Figure 1. Signal wires on met3.
Scale: 3 px per um.
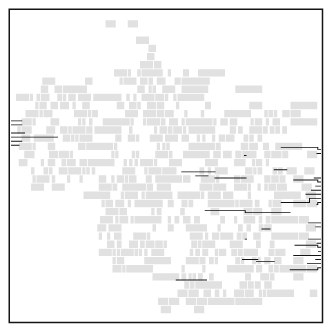
Figure 2. Congestion heat map.
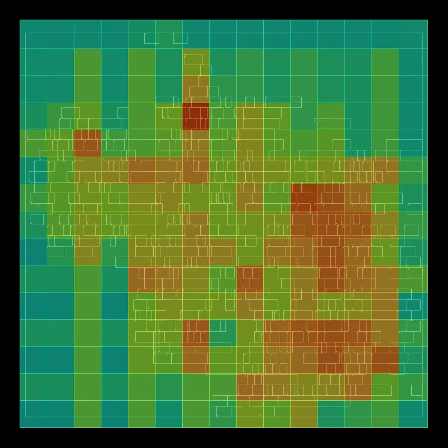
Figure 3. Clock network drawn from the DEF.
Scale: 4 px per um.
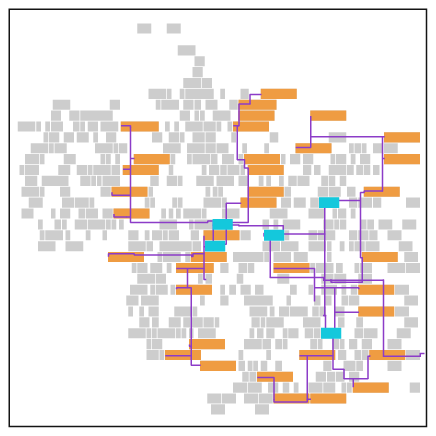
Figure 4. Sequential cells grouped by signal name.
Scale: 3 px per um. Other sequential cells in the stronger grey, the rest of the logic in the fainter grey.
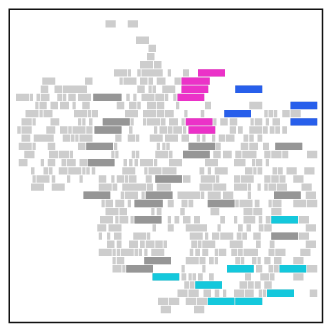
Figure 5. Wiring by layer.
Scale: 3 px per um.
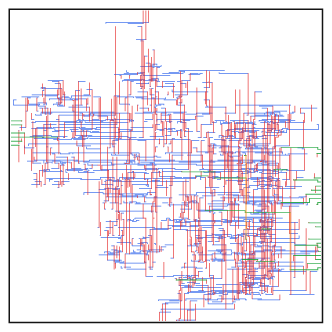
**config.mk**
```make
export PLATFORM = sky130hd
export DESIGN_NAME = change_dispense_sequencer
export DESIGN_NICKNAME = d
export VERILOG_FILES = /design/src/rtl/change_dispense_sequencer.sv
export SDC_FILE = /design/constraint.sdc
export NUM_CORES = 1
export LEC_CHECK = 0
export CAP_MARGIN = 20
export CORE_UTILIZATION = 30
export DETAILED_ROUTE_END_ITERATION = 6
export SETUP_SLACK_MARGIN = 0.1
export SYNTH_ARGS = -nofsm -noshare
export SYNTH_HDL_FRONTEND = slang
export SYNTH_SLANG_ARGS = --single-unit
```
**constraint.sdc**
```tcl
create_clock -name clk -period 3.4 [get_ports clk]
set_clock_uncertainty 0.15 [all_clocks]
set_input_delay 0.68 -clock clk [delete_from_list [all_inputs] [get_ports clk]]
set_output_delay 0.68 -clock clk [all_outputs]
set_load 0.01 [all_outputs]
```
**src/rtl/change_dispense_sequencer.sv**
```systemverilog
// Greedy change dispenser: issues 20/10/5 coins to three hoppers via req/ack, tracking stock per denomination.
// Optional build macro CHANGE_STOCK_LOW_EN adds the registered stock_low flags.
module change_dispense_sequencer #(
  parameter int AMT_W       = 8,
  parameter int CNT_W       = 6,
  parameter int INIT_STOCK  = 4,
  parameter int ACK_TIMEOUT = 15
`ifdef CHANGE_STOCK_LOW_EN
  ,
  parameter int LOW_THRESH  = 2
`endif
) (
  input  logic             clk,
  input  logic             reset_n,
  input  logic             start,
  input  logic [AMT_W-1:0] change_amt,
  output logic [2:0]       coin_req,
  input  logic             coin_ack,
  input  logic             refill_vld,
  input  logic [1:0]       refill_sel,
  input  logic [CNT_W-1:0] refill_qty,
  output logic             busy,
  output logic             done,
  output logic             short,
  output logic             fault,
  output logic [AMT_W-1:0] remaining
`ifdef CHANGE_STOCK_LOW_EN
  ,
  output logic [2:0]       stock_low
`endif
);

  typedef enum logic [1:0] {IDLE, PICK, ISSUE, DONE} state_t;

  localparam int WAIT_W = $clog2(ACK_TIMEOUT + 1);
  localparam logic [WAIT_W-1:0] WAIT_LAST = WAIT_W'(ACK_TIMEOUT - 1);
  localparam logic [AMT_W-1:0] V5  = AMT_W'(5);
  localparam logic [AMT_W-1:0] V10 = AMT_W'(10);
  localparam logic [AMT_W-1:0] V20 = AMT_W'(20);
  localparam logic [CNT_W:0] STOCK_MAX = {1'b0, {CNT_W{1'b1}}};

  state_t state, state_next;
  logic [1:0] sel, sel_next;
  logic [AMT_W-1:0] remaining_next;
  logic short_next, fault_next;
  logic [WAIT_W-1:0] wait_cnt, wait_next;
  logic [CNT_W-1:0] stock5, stock10, stock20;
  logic accept;
  logic pick_found;
  logic [1:0] pick_sel;
  logic [AMT_W-1:0] sel_value;

  // Denomination index encoding: 0 = 5, 1 = 10, 2 = 20.
  always_comb begin
    pick_found = 1'b1;
    pick_sel   = 2'd0;
    if (remaining >= V20 && stock20 != '0) begin
      pick_sel = 2'd2;
    end else if (remaining >= V10 && stock10 != '0) begin
      pick_sel = 2'd1;
    end else if (remaining >= V5 && stock5 != '0) begin
      pick_sel = 2'd0;
    end else begin
      pick_found = 1'b0;
    end
  end

  always_comb begin
    case (sel)
      2'd2:    sel_value = V20;
      2'd1:    sel_value = V10;
      default: sel_value = V5;
    endcase
  end

  always_comb begin
    state_next     = state;
    sel_next       = sel;
    remaining_next = remaining;
    short_next     = short;
    fault_next     = fault;
    wait_next      = wait_cnt;
    accept         = 1'b0;
    coin_req       = 3'b000;
    busy           = 1'b0;
    done           = 1'b0;
    case (state)
      IDLE: begin
        if (start) begin
          remaining_next = change_amt;
          short_next     = 1'b0;
          fault_next     = 1'b0;
          state_next     = (change_amt == '0) ? DONE : PICK;
        end
      end
      PICK: begin
        busy = 1'b1;
        if (pick_found) begin
          sel_next   = pick_sel;
          wait_next  = '0;
          state_next = ISSUE;
        end else begin
          short_next = (remaining != '0);
          state_next = DONE;
        end
      end
      ISSUE: begin
        busy     = 1'b1;
        coin_req = 3'b001 << sel;
        if (coin_ack) begin
          accept         = 1'b1;
          remaining_next = remaining - sel_value;
          state_next     = PICK;
        end else if (wait_cnt == WAIT_LAST) begin
          fault_next = 1'b1;
          short_next = (remaining != '0);
          state_next = DONE;
        end else begin
          wait_next = wait_cnt + 1'b1;
        end
      end
      DONE: begin
        done       = 1'b1;
        state_next = IDLE;
      end
      default: state_next = IDLE;
    endcase
  end

  // Refill and a dispensed coin may hit the same hopper in one cycle; the net change saturates.
  function automatic logic [CNT_W-1:0] next_stock(input logic [CNT_W-1:0] cur,
                                                  input logic add,
                                                  input logic [CNT_W-1:0] qty,
                                                  input logic take);
    logic [CNT_W:0] sum;
    sum = {1'b0, cur} + (add ? {1'b0, qty} : {(CNT_W+1){1'b0}}) - {{CNT_W{1'b0}}, take};
    return (sum > STOCK_MAX) ? {CNT_W{1'b1}} : sum[CNT_W-1:0];
  endfunction

  always_ff @(posedge clk or negedge reset_n) begin
    if (!reset_n) begin
      state     <= IDLE;
      sel       <= 2'd0;
      remaining <= '0;
      short     <= 1'b0;
      fault     <= 1'b0;
      wait_cnt  <= '0;
      stock5    <= CNT_W'(INIT_STOCK);
      stock10   <= CNT_W'(INIT_STOCK);
      stock20   <= CNT_W'(INIT_STOCK);
    end else begin
      state     <= state_next;
      sel       <= sel_next;
      remaining <= remaining_next;
      short     <= short_next;
      fault     <= fault_next;
      wait_cnt  <= wait_next;
      stock5    <= next_stock(stock5, refill_vld && refill_sel == 2'd0, refill_qty,
                              accept && sel == 2'd0);
      stock10   <= next_stock(stock10, refill_vld && refill_sel == 2'd1, refill_qty,
                              accept && sel == 2'd1);
      stock20   <= next_stock(stock20, refill_vld && refill_sel == 2'd2, refill_qty,
                              accept && sel == 2'd2);
    end
  end

`ifdef CHANGE_STOCK_LOW_EN
  always_ff @(posedge clk or negedge reset_n) begin
    if (!reset_n) begin
      stock_low <= 3'b000;
    end else begin
      stock_low <= {stock20 <= CNT_W'(LOW_THRESH),
                    stock10 <= CNT_W'(LOW_THRESH),
                    stock5  <= CNT_W'(LOW_THRESH)};
    end
  end
`endif

endmodule

```
==> results_dict.tcl <==
# implementation run metrics
set metrics [dict create \
    ys_sh_aoi 0.169 \
    cts.htree.levels 2 \
    most_common_cell "inv_1" \
    cp_common_cell "ha_1" \
    critical_path.endpoint "stock20[1]$_DFF_PN0_" \
    worstSetupPathDepth 14 \
    min_path_cells 1 \
    ys_cells 369 \
    synthMuxAreaShare 0.0128 \
    slowest_stage "fa_1" \
    tightest_slew_ps 699 \
    grt.busiest_layer "met2" \
    die_width_um 104 \
    layout.nets 504 \
    p_switching_mw 1.54 \
    outcome "completed" \
    drv_cap 0 \
    largest_reg_flops 8 \
    clock-root-buffer "clkbuf_8" \
    synth_seq_share 0.290 \
    cts_tree "yes" \
    max_freq_mhz 322 \
    yosys_area_um2 3120 \
    synthToLayoutAreaGrowth_pct 25.3 \
    yosys.area_share.adder 0.234 \
    setup_viol 0 \
    hold_path_end "wait_cnt[3]$_DFFE_PN0P_" \
    critPathLaunch "refill_sel[0]" \
    path_max_fanout 6 \
    r2r_end "stock5[0]$_DFF_PN0_" \
    crit_type "in -> reg" \
    place_ws_ps -387 \
    worstHoldStart "wait_cnt[3]$_DFFE_PN0P_" \
    ys_types 46 \
    mostFrequentLayoutCell "inv_1" \
    wl_met1_mm 3.50 \
    crit_path_cell_trace "dlygate4sd2_1, and3b_1, nand2_1, ha_1, inv_1, ha_1, fa_1, a21o_1, a21oi_2, o21bai_1, a21oi_1, xor2_1, buf_4, nand2b_1" \
    fin_crit_ps 3100 \
    placed_area_um2 3800 \
    dp_cells 553 \
    p_int_mw 1.92 \
    drive_gt1_frac 0.110 \
    grt_pass1_wl_mm 12.5 \
    setup_ws_ps 296 \
    power.total_mw 3.45 \
    r2r_cells 14 \
    via_per_inst 4.70 \
    dp.final_hpwl_mm 5.79 \
    grt_max_degree 37 \
]
-- Figure 1 (at the start) --
nets with wire on the layer: 32
share of all routed wire: 3.0%
wire length on this layer: 214 um
longest straight run: 15.4 um
main direction: horizontal

-- Figure 2 (at the start) --
Global Route met2 Usage: 0.245
GR Layer Usage met3: 0.0213
grt met1 use: 0.181

-- Figure 3 (at the start) --
[purple] clock wires | length: 561 um
[orange] flip-flops | count: 36
[cyan] clock drivers | count: 5
routed clock nets: 6
clk pwr: 0.311 mW
clock share of power: 0.090

-- Figure 4 (at the start) --
| colour | netlist name | sequential cells |
|---|---|---|
| cyan | remaining | 8 |
| magenta | stock20 | 6 |
| blue | wait_cnt | 4 |
not coloured: 18
final core utilization: 0.394
Seq area share: 0.232
power in sequential cells: 0.800 mW
Sequential Area: 905 um^2

-- Figure 5 (at the start) --
| colour | layer | wire length |
|---|---|---|
| green | metal 3 | 214 um |
| orange | metal 4 | 46.9 um |
| red | metal 2 | 3380 um |
| blue | metal 1 | 3500 um |
average wire per cell in the routed design: 12.7 um
GRT Total Usage: 0.140
Vias: 2639
final WL: 7.14 mm

[final cells by class]
type | instances | area [um^2]
Inverter | 67 | 251
Clock buffer | 5 | 68.8
Multi-Input combinational cell | 257 | 1960
Timing Repair Buffer | 60 | 537
Sequential cell | 36 | 905
Clock inverter | 3 | 18.8
Fill cell | 1014 | 6000
Tap cell | 133 | 166
[power by group through the flow]
stage          clock [mW]  sequential, mW  combinational, mW
3_5_place_dp            0           0.806               2.34
6_report            0.311           0.800               2.34
3_3_place_gp            0           0.803               2.28
4_1_cts             0.323           0.800               2.35
2_1_floorplan           0           0.773               1.55
5_1_grt             0.338           0.829               2.67
[timing repair]
action | CTS | global route
setup buffers | 0 | 0
pin swaps | 2 | 3
gates resized | 6 | 5
setup endpoints to repair | 18 | 17
hold endpoints to repair | 0 | 0
hold buffers | 0 | 0
Power figures rest on the tool's default switching activity, not on a simulated workload.
